File: src/rtl/common.sv
// Shared formula/clause/literal types and sizing constants for the SAT datapath.
package common;

    localparam int unsigned NUMBER_CLAUSES = 4;
    localparam int unsigned NUMBER_LITS    = 3;
    localparam int unsigned VAR_WIDTH      = 4;

    localparam int unsigned CLS_CNT_W = $clog2(NUMBER_CLAUSES + 1);
    localparam int unsigned LIT_CNT_W = $clog2(NUMBER_LITS + 1);
    localparam int unsigned CLS_IDX_W = (NUMBER_CLAUSES > 1) ? $clog2(NUMBER_CLAUSES) : 1;
    localparam int unsigned LIT_IDX_W = (NUMBER_LITS > 1) ? $clog2(NUMBER_LITS) : 1;

    typedef struct packed {
        logic [VAR_WIDTH-1:0] var_id;
        logic                 neg;
    } lit_t;

    typedef struct packed {
        lit_t [NUMBER_LITS-1:0] lits;
        logic [LIT_CNT_W-1:0]   len;
    } clause_t;

    typedef struct packed {
        clause_t [NUMBER_CLAUSES-1:0] clauses;
        logic [CLS_CNT_W-1:0]         len;
    } formula_t;

    localparam lit_t     ZERO_LIT     = '0;
    localparam clause_t  ZERO_CLAUSE  = '0;
    localparam formula_t ZERO_FORMULA = '0;

    function automatic lit_t complement(lit_t l);
        return lit_t'{var_id: l.var_id, neg: ~l.neg};
    endfunction

endpackage

File: src/rtl/clause_simplify.sv
// Combinational simplification of one clause under the assignment lit=true.
module clause_simplify
    import common::*;
(
    input  clause_t clause,
    input  lit_t    lit,
    output logic    satisfied,
    output clause_t out_clause
);

    lit_t                 neg_lit;
    logic                 lit_valid;
    logic [LIT_CNT_W-1:0] count;

    always_comb begin
        neg_lit    = complement(lit);
        // Variable 0 is reserved, so a zero literal can never match anything.
        lit_valid  = (lit.var_id != '0);
        satisfied  = 1'b0;
        out_clause = ZERO_CLAUSE;
        count      = '0;
        for (int i = 0; i < NUMBER_LITS; i++) begin
            if (lit_valid && (LIT_CNT_W'(i) < clause.len) && (clause.lits[i] == lit)) begin
                satisfied = 1'b1;
            end
        end
        for (int i = 0; i < NUMBER_LITS; i++) begin
            if ((LIT_CNT_W'(i) < clause.len) && !(lit_valid && (clause.lits[i] == neg_lit))) begin
                out_clause.lits[count[LIT_IDX_W-1:0]] = clause.lits[i];
                count = count + LIT_CNT_W'(1);
            end
        end
        out_clause.len = count;
    end

endmodule

File: src/rtl/simplify_formula.sv
// Applies one unit literal to a latched formula, one clause per cycle, compacting the
// surviving clauses into out_formula and flagging conflict / all-satisfied.
module simplify_formula
    import common::*;
(
    input  logic     clock,
    input  logic     reset,
    input  logic     start,
    input  formula_t in_formula,
    input  lit_t     in_lit,
    output logic     busy,
    output logic     ended,
    output logic     conflict,
    output logic     all_sat,
    output formula_t out_formula
);

    typedef enum logic [1:0] {StIdle, StScan, StDone} state_e;

    state_e               state;
    formula_t             formula_q;
    lit_t                 lit_q;
    logic [CLS_CNT_W-1:0] rd;
    logic [CLS_CNT_W-1:0] wr;

    logic [CLS_CNT_W-1:0] limit;
    logic [CLS_CNT_W-1:0] next_len;
    logic                 last;
    clause_t              cur_clause;
    clause_t              simp_clause;
    logic                 cur_sat;

    always_comb begin
        limit = (formula_q.len > CLS_CNT_W'(NUMBER_CLAUSES)) ? CLS_CNT_W'(NUMBER_CLAUSES)
                                                             : formula_q.len;
        cur_clause = formula_q.clauses[rd[CLS_IDX_W-1:0]];
        last       = ((rd + CLS_CNT_W'(1)) == limit);
        next_len   = cur_sat ? wr : wr + CLS_CNT_W'(1);
    end

    clause_simplify u_clause_simplify (
        .clause     (cur_clause),
        .lit        (lit_q),
        .satisfied  (cur_sat),
        .out_clause (simp_clause)
    );

    always_ff @(posedge clock) begin
        if (reset) begin
            state       <= StIdle;
            formula_q   <= ZERO_FORMULA;
            lit_q       <= ZERO_LIT;
            rd          <= '0;
            wr          <= '0;
            busy        <= 1'b0;
            ended       <= 1'b0;
            conflict    <= 1'b0;
            all_sat     <= 1'b0;
            out_formula <= ZERO_FORMULA;
        end else begin
            unique case (state)
                StIdle: begin
                    ended <= 1'b0;
                    if (start) begin
                        formula_q   <= in_formula;
                        lit_q       <= in_lit;
                        out_formula <= ZERO_FORMULA;
                        conflict    <= 1'b0;
                        all_sat     <= 1'b0;
                        rd          <= '0;
                        wr          <= '0;
                        busy        <= 1'b1;
                        state       <= StScan;
                    end
                end
                StScan: begin
                    if (limit == '0) begin
                        all_sat <= 1'b1;
                        ended   <= 1'b1;
                        state   <= StDone;
                    end else begin
                        rd <= rd + CLS_CNT_W'(1);
                        if (!cur_sat) begin
                            out_formula.clauses[wr[CLS_IDX_W-1:0]] <= simp_clause;
                        end
                        // An emptied clause is a conflict: it is stored but not counted.
                        if (!cur_sat && (simp_clause.len == '0)) begin
                            conflict <= 1'b1;
                            ended    <= 1'b1;
                            state    <= StDone;
                        end else begin
                            wr              <= next_len;
                            out_formula.len <= next_len;
                            if (last) begin
                                all_sat <= (next_len == '0);
                                ended   <= 1'b1;
                                state   <= StDone;
                            end
                        end
                    end
                end
                StDone: begin
                    ended <= 1'b0;
                    busy  <= 1'b0;
                    state <= StIdle;
                end
                default: state <= StIdle;
            endcase
        end
    end

endmodule

File: config.mk
export PLATFORM = sky130hd
export DESIGN_NAME = simplify_formula
export DESIGN_NICKNAME = d
export VERILOG_FILES = /design/src/rtl/common.sv /design/src/rtl/clause_simplify.sv /design/src/rtl/simplify_formula.sv
export SDC_FILE = /design/constraint.sdc
export NUM_CORES = 1
export LEC_CHECK = 0
export ABC_AREA = 1
export ABC_CLOCK_PERIOD_IN_PS = 2900
export CAP_MARGIN = 20
export CELL_PAD_IN_SITES_DETAIL_PLACEMENT = 0
export CELL_PAD_IN_SITES_GLOBAL_PLACEMENT = 2
export CORE_MARGIN = 2
export CORE_UTILIZATION = 29
export CTS_BUF_LIST = sky130_fd_sc_hd__clkbuf_8
export CTS_CLUSTER_DIAMETER = 60
export DETAILED_ROUTE_END_ITERATION = 7
export PLACE_DENSITY_LB_ADDON = 0.1
export SLEW_MARGIN = 25
export SYNTH_ARGS = -nofsm -noshare
export SYNTH_HDL_FRONTEND = slang
export SYNTH_SLANG_ARGS = --single-unit
File: constraint.sdc
create_clock -name clock -period 2.9 [get_ports clock]
set_input_delay 0.435 -clock clock [delete_from_list [all_inputs] [get_ports clock]]
set_output_delay 0.435 -clock clock [all_outputs]
set_load 0.005 [all_outputs]
run_1/layer_met1.png
Scale: 1.5 px per um. Supply wires on this layer in gray.
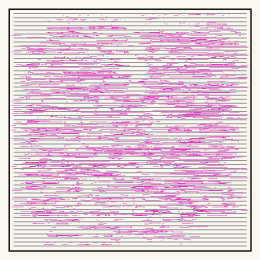
- longest straight run: 46.5 um
- nets with wire on the layer: 1100
- wire length on this layer: 10600 um
- main direction: horizontal
- share of all routed wire: 48%

run_1/layer_met3.png
Scale: 3 px per um. Cells faint in the background.
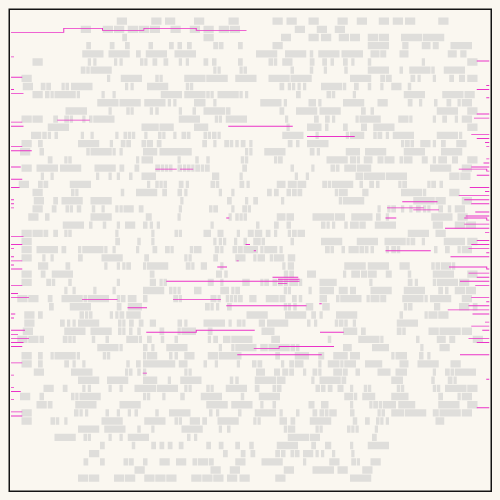
- main direction: horizontal
- nets with wire on the layer: 104
routed via count: 6611
grt met3 use: 3.12%
Post-Route WL: 22000 um

run_1/clocks.png
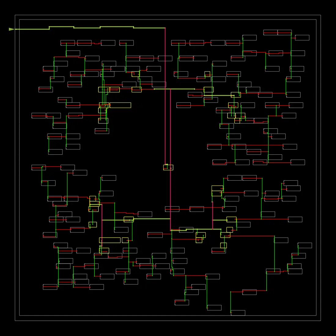
TritonCTS Buffers: 17
clk_skew: 0.0175 ns

==> CHANGELOG.md, run 1 <==
### Changed

- Top cell excl fill/tap: nand2_1
- R2r setup slk: 0.25 ns
- Die area: 25600 sq um
- Fmax: 377 MHz
- Worst Path Buf+Inv: 2
- Clock Latency Late Sink: 0.46 ns
- Crit Path Max Fanout: 38
- Hold worst-path end: out_formula[54]$_SDFFE_PP0P_
- Hold Startpoint: out_formula[54]$_SDFFE_PP0P_
- Yosys Chip Area: 7070 sq um
- Wl on met1: 10600 um
- Ant. Diodes: 0
- Top Layout Cells: 258 x nand2_1, 163 x nor2_1, 155 x dfxtp_1, 152 x clkdlybuf4s50_1, 91 x o21ai_0
- DRT iter0 DRCs: 300
- Area fraction in compound gates: 15.6%
- Least-Margin Pin Slew: 0.976 ns
- P_int: 0.00359 W
- Antenna-violating nets left: 0
- Root buf cell: clkbuf_8
- Final Hold Fails: 0
- WL met2: 10400 um
- Invs w/o clock: 39
- Largest registers: formula_q x71, out_formula x71, lit_q x5
- CTS tree: built
- CP Data Arrival Time: 3.03 ns
- Part of the power in combinational logic: 25.1%
- Post-Syn Area: 7070 sq um
- Cell Area, Placed: 8910 sq um
- P_sw: 0.00197 W
- Setup slack after placement: 0.0627 ns
- Total track usage: 17.5%
- Main logic family after synthesis: simple AND/OR/NAND/NOR gates
- Layer with the highest usage: met2
- Mux share: 0%
- Core area: 24100 sq um
- Crit start category: flop
- Num tapcells: 324
- OpenROAD warnings: 31
- Remaining Overflow, GRT: 0
- Initial antenna violation count: 0
- Yosys Warn Count: 0
- Max layer used: met4
- Crit-path cells: buf_12 -> nand2_1 -> nand3_1 -> nand2_1 -> xor2_1 -> nor2_1 -> nand2_1 -> nand2_2 -> inv_1 -> ha_1 -> nand3_2 -> o21ai_0 -> nand2_1 -> a21oi_2
- Crit Path Class: flop to flop
- Synth top cell by count: nand2_1
- Vias/cell: 4.50
- First-pass GRT wire length: 35500 um
- Worst hold stages: 2
- Layout area overhead: 32.4%
- Critical path origin: rd[0]$_SDFFE_PP0P_
- Worst Slack Setup Final: 0.246 ns
- R2R depth: 14
- P_comb: 0.00140 W
- DIE WIDTH: 160 um
- Reg area: 3120 sq um
- Ys flops: 156
- Post-synth top area cell: dfxtp_1
- Leakage: 3.52 nW
- Worst setup endpoint: out_formula[30]$_SDFFE_PP0P_
- Total power: 0.00556 W
- Biggest area cells: dfxtp_1 44%, nand2_1 14%, nor2_1 8.7%
- Non-clk buf share: 18.5%
- Count of library flops with an enable pin: 0
- Fill count: 2718
- Avg Cell Area, Syn: 7.15 sq um
- Slowest CP cell: o21ai_0
- Synth top cells by count: 261 x nand2_1, 164 x nor2_1, 156 x dfxtp_1
- Avg WL per Cell: 15.0 um
- Chip Height: 160 um
- Max Buffers Root-to-Sink: 2
- Largest net degree at the start of global routing: 85
- Rows: 57
- Pwr dens: 594 nW/um^2
- Post-route insts no fill: 1469
- Yosys simple share: 31.9%
- Post-CTS Repair Setup Buffers: 0
- # clk buffers: 17
- CP max stage delay: 0.53 ns
- Depth of the CTS H-tree: 4
- Vias in the first global route: 6567
- Outcome: completed
- Routing usage on met1: 23.0%
- Power Clock: 0.00179 W
- Syn nets: 1075
- Share of cells above drive strength 1: 12.2%
- Multi-input gates: 742
- Reg clk slew, reported paths: 0.10 ns
- Ys flop type: dfxtp_1
- Tmin final: 2.65 ns
- Synth cell types: 31
- Nets: 1218
- Post-synth seq share: 44.2%
- Async SR Flop Fraction: 0%
- Metal3 WL: 779 um
- Ys cells: 989
- Worst min path class: flop to flop
- Sequential cell area share: 33.4%
- Final period utilization: 91.5%
- Area leader share: 44.2%
- Sequential power share: 42.7%
- R2R Path End: out_formula[30]$_SDFFE_PP0P_
run_1/cell_density.png
Scale: 2 px per um. The die is cut into 16 by 16 equal tiles; white is low, dark blue is high, 0 to 100% covered.
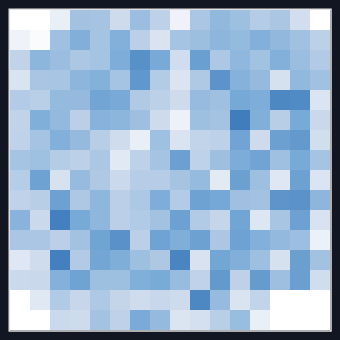

--- run 2 (diff from run 1) ---
--- a/config.mk
+++ b/config.mk
@@ -11,7 +11,7 @@
 export CELL_PAD_IN_SITES_DETAIL_PLACEMENT = 0
 export CELL_PAD_IN_SITES_GLOBAL_PLACEMENT = 2
 export CORE_MARGIN = 2
-export CORE_UTILIZATION = 29
+export CORE_UTILIZATION = 25
 export CTS_BUF_LIST = sky130_fd_sc_hd__clkbuf_8
 export CTS_CLUSTER_DIAMETER = 60
 export DETAILED_ROUTE_END_ITERATION = 7
run_2/cell_density.png
Scale: 2 px per um. The die is cut into 17 by 17 equal tiles; white is low, dark blue is high, 0 to 100% covered.
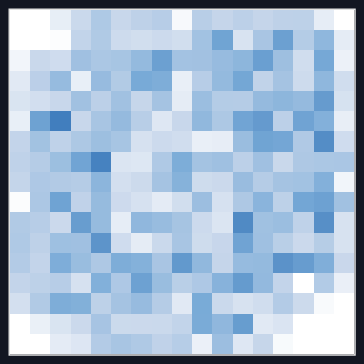
- mean over tiles: 30%
- fullest tile: 68%
- nearly empty tiles: 6.2%
- densest ninth of the die: middle right

run_2/clk_routes.png
Scale: 2 px per um.
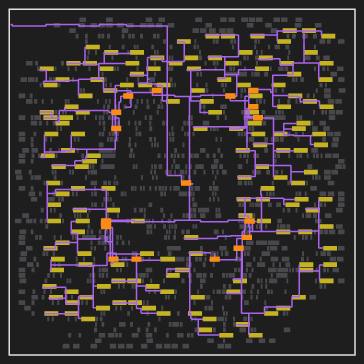
- yellow: flip-flops (count 156)
- orange: clock drivers (count 17)
- purple: clock wires (length 2370 um)
- flops lie: all over the die

==> CHANGELOG.md, run 2 <==
### Changed

- Outcome: completed
- Yosys Chip Area: 7070 sq um
- Antenna-violating nets left: 0
- Count of library flops with an enable pin: 0
- WL met2: 10700 um
- Initial antenna violation count: 0
- Area leader share: 44.2%
- Main logic family after synthesis: simple AND/OR/NAND/NOR gates
- Worst setup endpoint: out_formula[63]$_SDFFE_PP0P_
- Biggest area cells: dfxtp_1 44%, nand2_1 14%, nor2_1 8.7%
- Multi-input gates: 742
- R2R Path End: out_formula[63]$_SDFFE_PP0P_
- Fill count: 3098
- Yosys simple share: 31.9%
- Post-route insts no fill: 1524
- Post-synth seq share: 44.2%
- Wl on met1: 11600 um
- Tmin final: 2.65 ns
- OpenROAD warnings: 31
- Total power: 0.00556 W
- Reg clk slew, reported paths: 0.10 ns
- Leakage: 3.54 nW
- CP max stage delay: 0.35 ns
- DRT iter0 DRCs: 310
- Syn nets: 1075
- Synth top cell by count: nand2_1
- CTS tree: built
- Remaining Overflow, GRT: 0
- Hold Startpoint: ended$_SDFFE_PP0P_
- R2R depth: 18
- CP Data Arrival Time: 3.04 ns
- DIE WIDTH: 172 um
- Max layer used: met4
- Area fraction in compound gates: 15.6%
- Cell Area, Placed: 9010 sq um
- P_comb: 0.00142 W
- Routed via count: 6573
- Yosys Warn Count: 0
- Metal3 WL: 809 um
- Largest registers: formula_q x71, out_formula x71, lit_q x5
- Post-Route WL: 23400 um
- Non-clk buf share: 18.7%
- Post-synth top area cell: dfxtp_1
- Avg WL per Cell: 15.3 um
- Largest net degree at the start of global routing: 85
- Depth of the CTS H-tree: 4
- Vias/cell: 4.31
- Setup slack after placement: -0.166 ns
- Share of cells above drive strength 1: 12.5%
- First-pass GRT wire length: 36200 um
- Clk_skew: 0.0180 ns
- Synth cell types: 31
- Crit Path Class: flop to flop
- Critical path origin: rd[0]$_SDFFE_PP0P_
- Part of the power in combinational logic: 25.6%
- Reg area: 3130 sq um
- Synth top cells by count: 261 x nand2_1, 164 x nor2_1, 156 x dfxtp_1
- TritonCTS Buffers: 17
- Max Buffers Root-to-Sink: 2
- Least-Margin Pin Slew: 0.848 ns
- Die area: 29600 sq um
- Num tapcells: 378
- Crit start category: flop
- Post-CTS Repair Setup Buffers: 0
- Pwr dens: 588 nW/um^2
- Layout area overhead: 33.8%
- Fmax: 377 MHz
- Layer with the highest usage: met2
- Top Layout Cells: 259 x nand2_1, 163 x nor2_1, 154 x dfxtp_1, 152 x clkdlybuf4s50_1, 91 x o21ai_0
- Routing usage on met1: 22.4%
- Total track usage: 16.1%
run_2/clocks.png
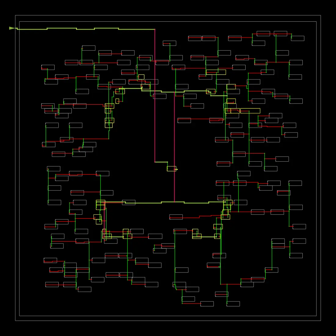
clk sink count: 156
seq_cells: 156
Clock Latency Late Sink: 0.46 ns

run_2/layer_met3.png
Scale: 3 px per um. Cells faint in the background.
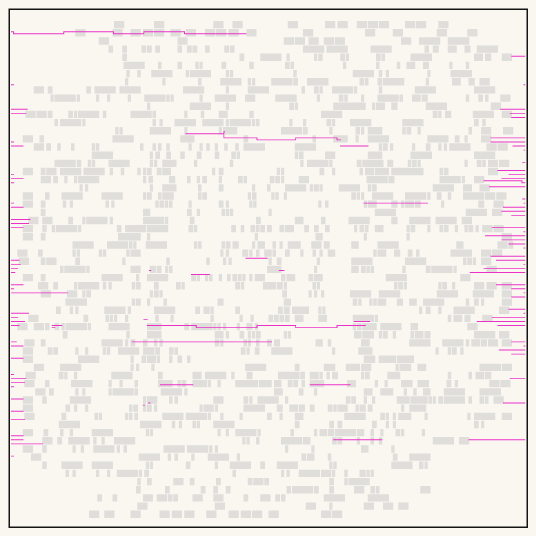

--- run 3 (diff from run 2) ---
--- a/config.mk
+++ b/config.mk
@@ -5,7 +5,6 @@
 export SDC_FILE = /design/constraint.sdc
 export NUM_CORES = 1
 export LEC_CHECK = 0
-export ABC_AREA = 1
 export ABC_CLOCK_PERIOD_IN_PS = 2900
 export CAP_MARGIN = 20
 export CELL_PAD_IN_SITES_DETAIL_PLACEMENT = 0
run_3/layer_met3.png
Scale: 3 px per um. Cells faint in the background.
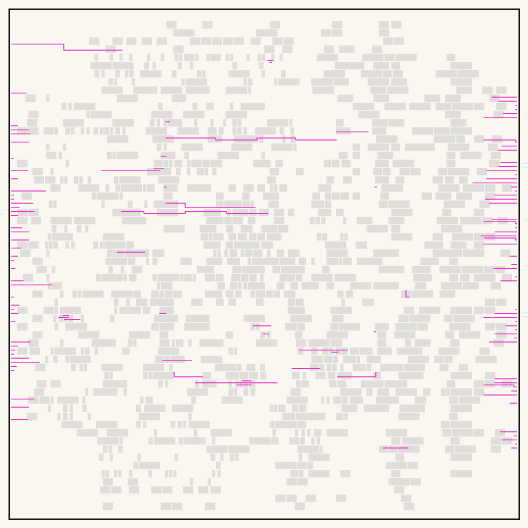
- nets with wire on the layer: 109
- wire length on this layer: 807 um
- longest straight run: 27.1 um
grt met3 use: 2.61%
Post-Route WL: 22700 um
routed via count: 6111

run_3/clk_routes.png
Scale: 2 px per um.
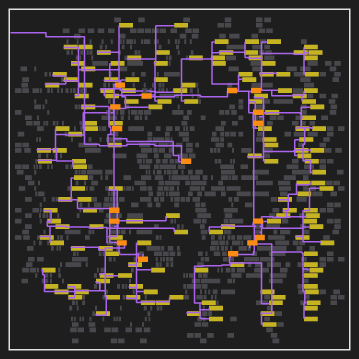
- purple: clock wires (length 2170 um)
- yellow: flip-flops (count 156)
- orange: clock drivers (count 17)
- flops lie: all over the die

run_3/layer_met1.png
Scale: 1.5 px per um. Supply wires on this layer in gray.
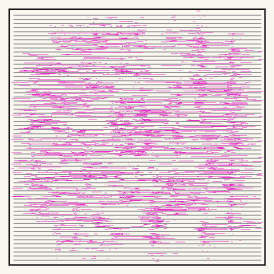
- longest straight run: 54.3 um
- main direction: horizontal
- wire length on this layer: 10600 um

==> CHANGELOG.md, run 3 <==
### Changed

- Ant. Diodes: 0
- Final Hold Fails: 0
- Tmin final: 3.15 ns
- DRT iter0 DRCs: 256
- Crit Path Max Fanout: 6
- P_comb: 0.000922 W
- Ys flop type: dfxtp_1
- Post-Syn Area: 6850 sq um
- Sequential power share: 48.1%
- Root buf cell: clkbuf_8
- Worst min path class: primary input to flop
- Post-CTS Repair Setup Buffers: 18
- Yosys simple share: 17.8%
- OpenROAD warnings: 33
- Synth cell types: 62
- Invs w/o clock: 14
- Max Buffers Root-to-Sink: 2
- Failing checks: setup timing
- Leakage: 3.78 nW
- Num tapcells: 341
- Mux share: 7.69%
- # setup viols final: 71
- Biggest area cells: dfxtp_1 46%, nand2_1 9.2%, a21oi_1 6.3%
- Synth top cells by count: 167 x nand2_1, 156 x dfxtp_1, 86 x a21oi_1
- Share of cells above drive strength 1: 25.4%
- Count of library flops with an enable pin: 0
- R2R depth: 12
- TritonCTS Buffers: 17
- Top Layout Cells: 166 x nand2_1, 155 x dfxtp_1, 152 x clkdlybuf4s50_1, 86 x a21oi_1, 73 x buf_4
- Crit Path Class: flop to flop
- Rows: 60
- Reg area: 3130 sq um
- Ys flops: 156
- Chip Height: 169 um
- Worst Path Buf+Inv: 1
- Worst Slack Setup Final: -0.250 ns
- Clk_skew: 0.0151 ns
- Layer with the highest usage: met2
- Outcome: finished with violations
- CTS tree: built
- Hold Startpoint: reset
- Pwr dens: 453 nW/um^2
- Power Clock: 0.00153 W
- Max layer used: met4
- Vias in the first global route: 6134
- Metal3 WL: 807 um
- WL met2: 10900 um
- Post-synth top area cell: dfxtp_1
- Clk sink count: 156
- R2r setup slk: -0.25 ns
- R2R Path End: out_formula[1]$_SDFFE_PP0P_
- Nets: 1026
- Area fraction in compound gates: 21.0%
- Main logic family after synthesis: AND-OR/OR-AND gates
- Async SR Flop Fraction: 0%
- Worst setup endpoint: out_formula[1]$_SDFFE_PP0P_
- Final period utilization: 109%
- Layout area overhead: 52.5%
- Crit-path cells: buf_6 -> mux4_2 -> xnor2_2 -> a2bb2oi_2 -> or2_4 -> and2_4 -> ha_4 -> nand4b_1 -> nor4_4 -> mux2i_4 -> a32o_1 -> o31a_1
- Multi-input gates: 497
- Crit start category: flop
- CP Data Arrival Time: 3.50 ns
- Total track usage: 15.8%
- Avg WL per Cell: 17.5 um
Power and IR drop assume default switching activity.
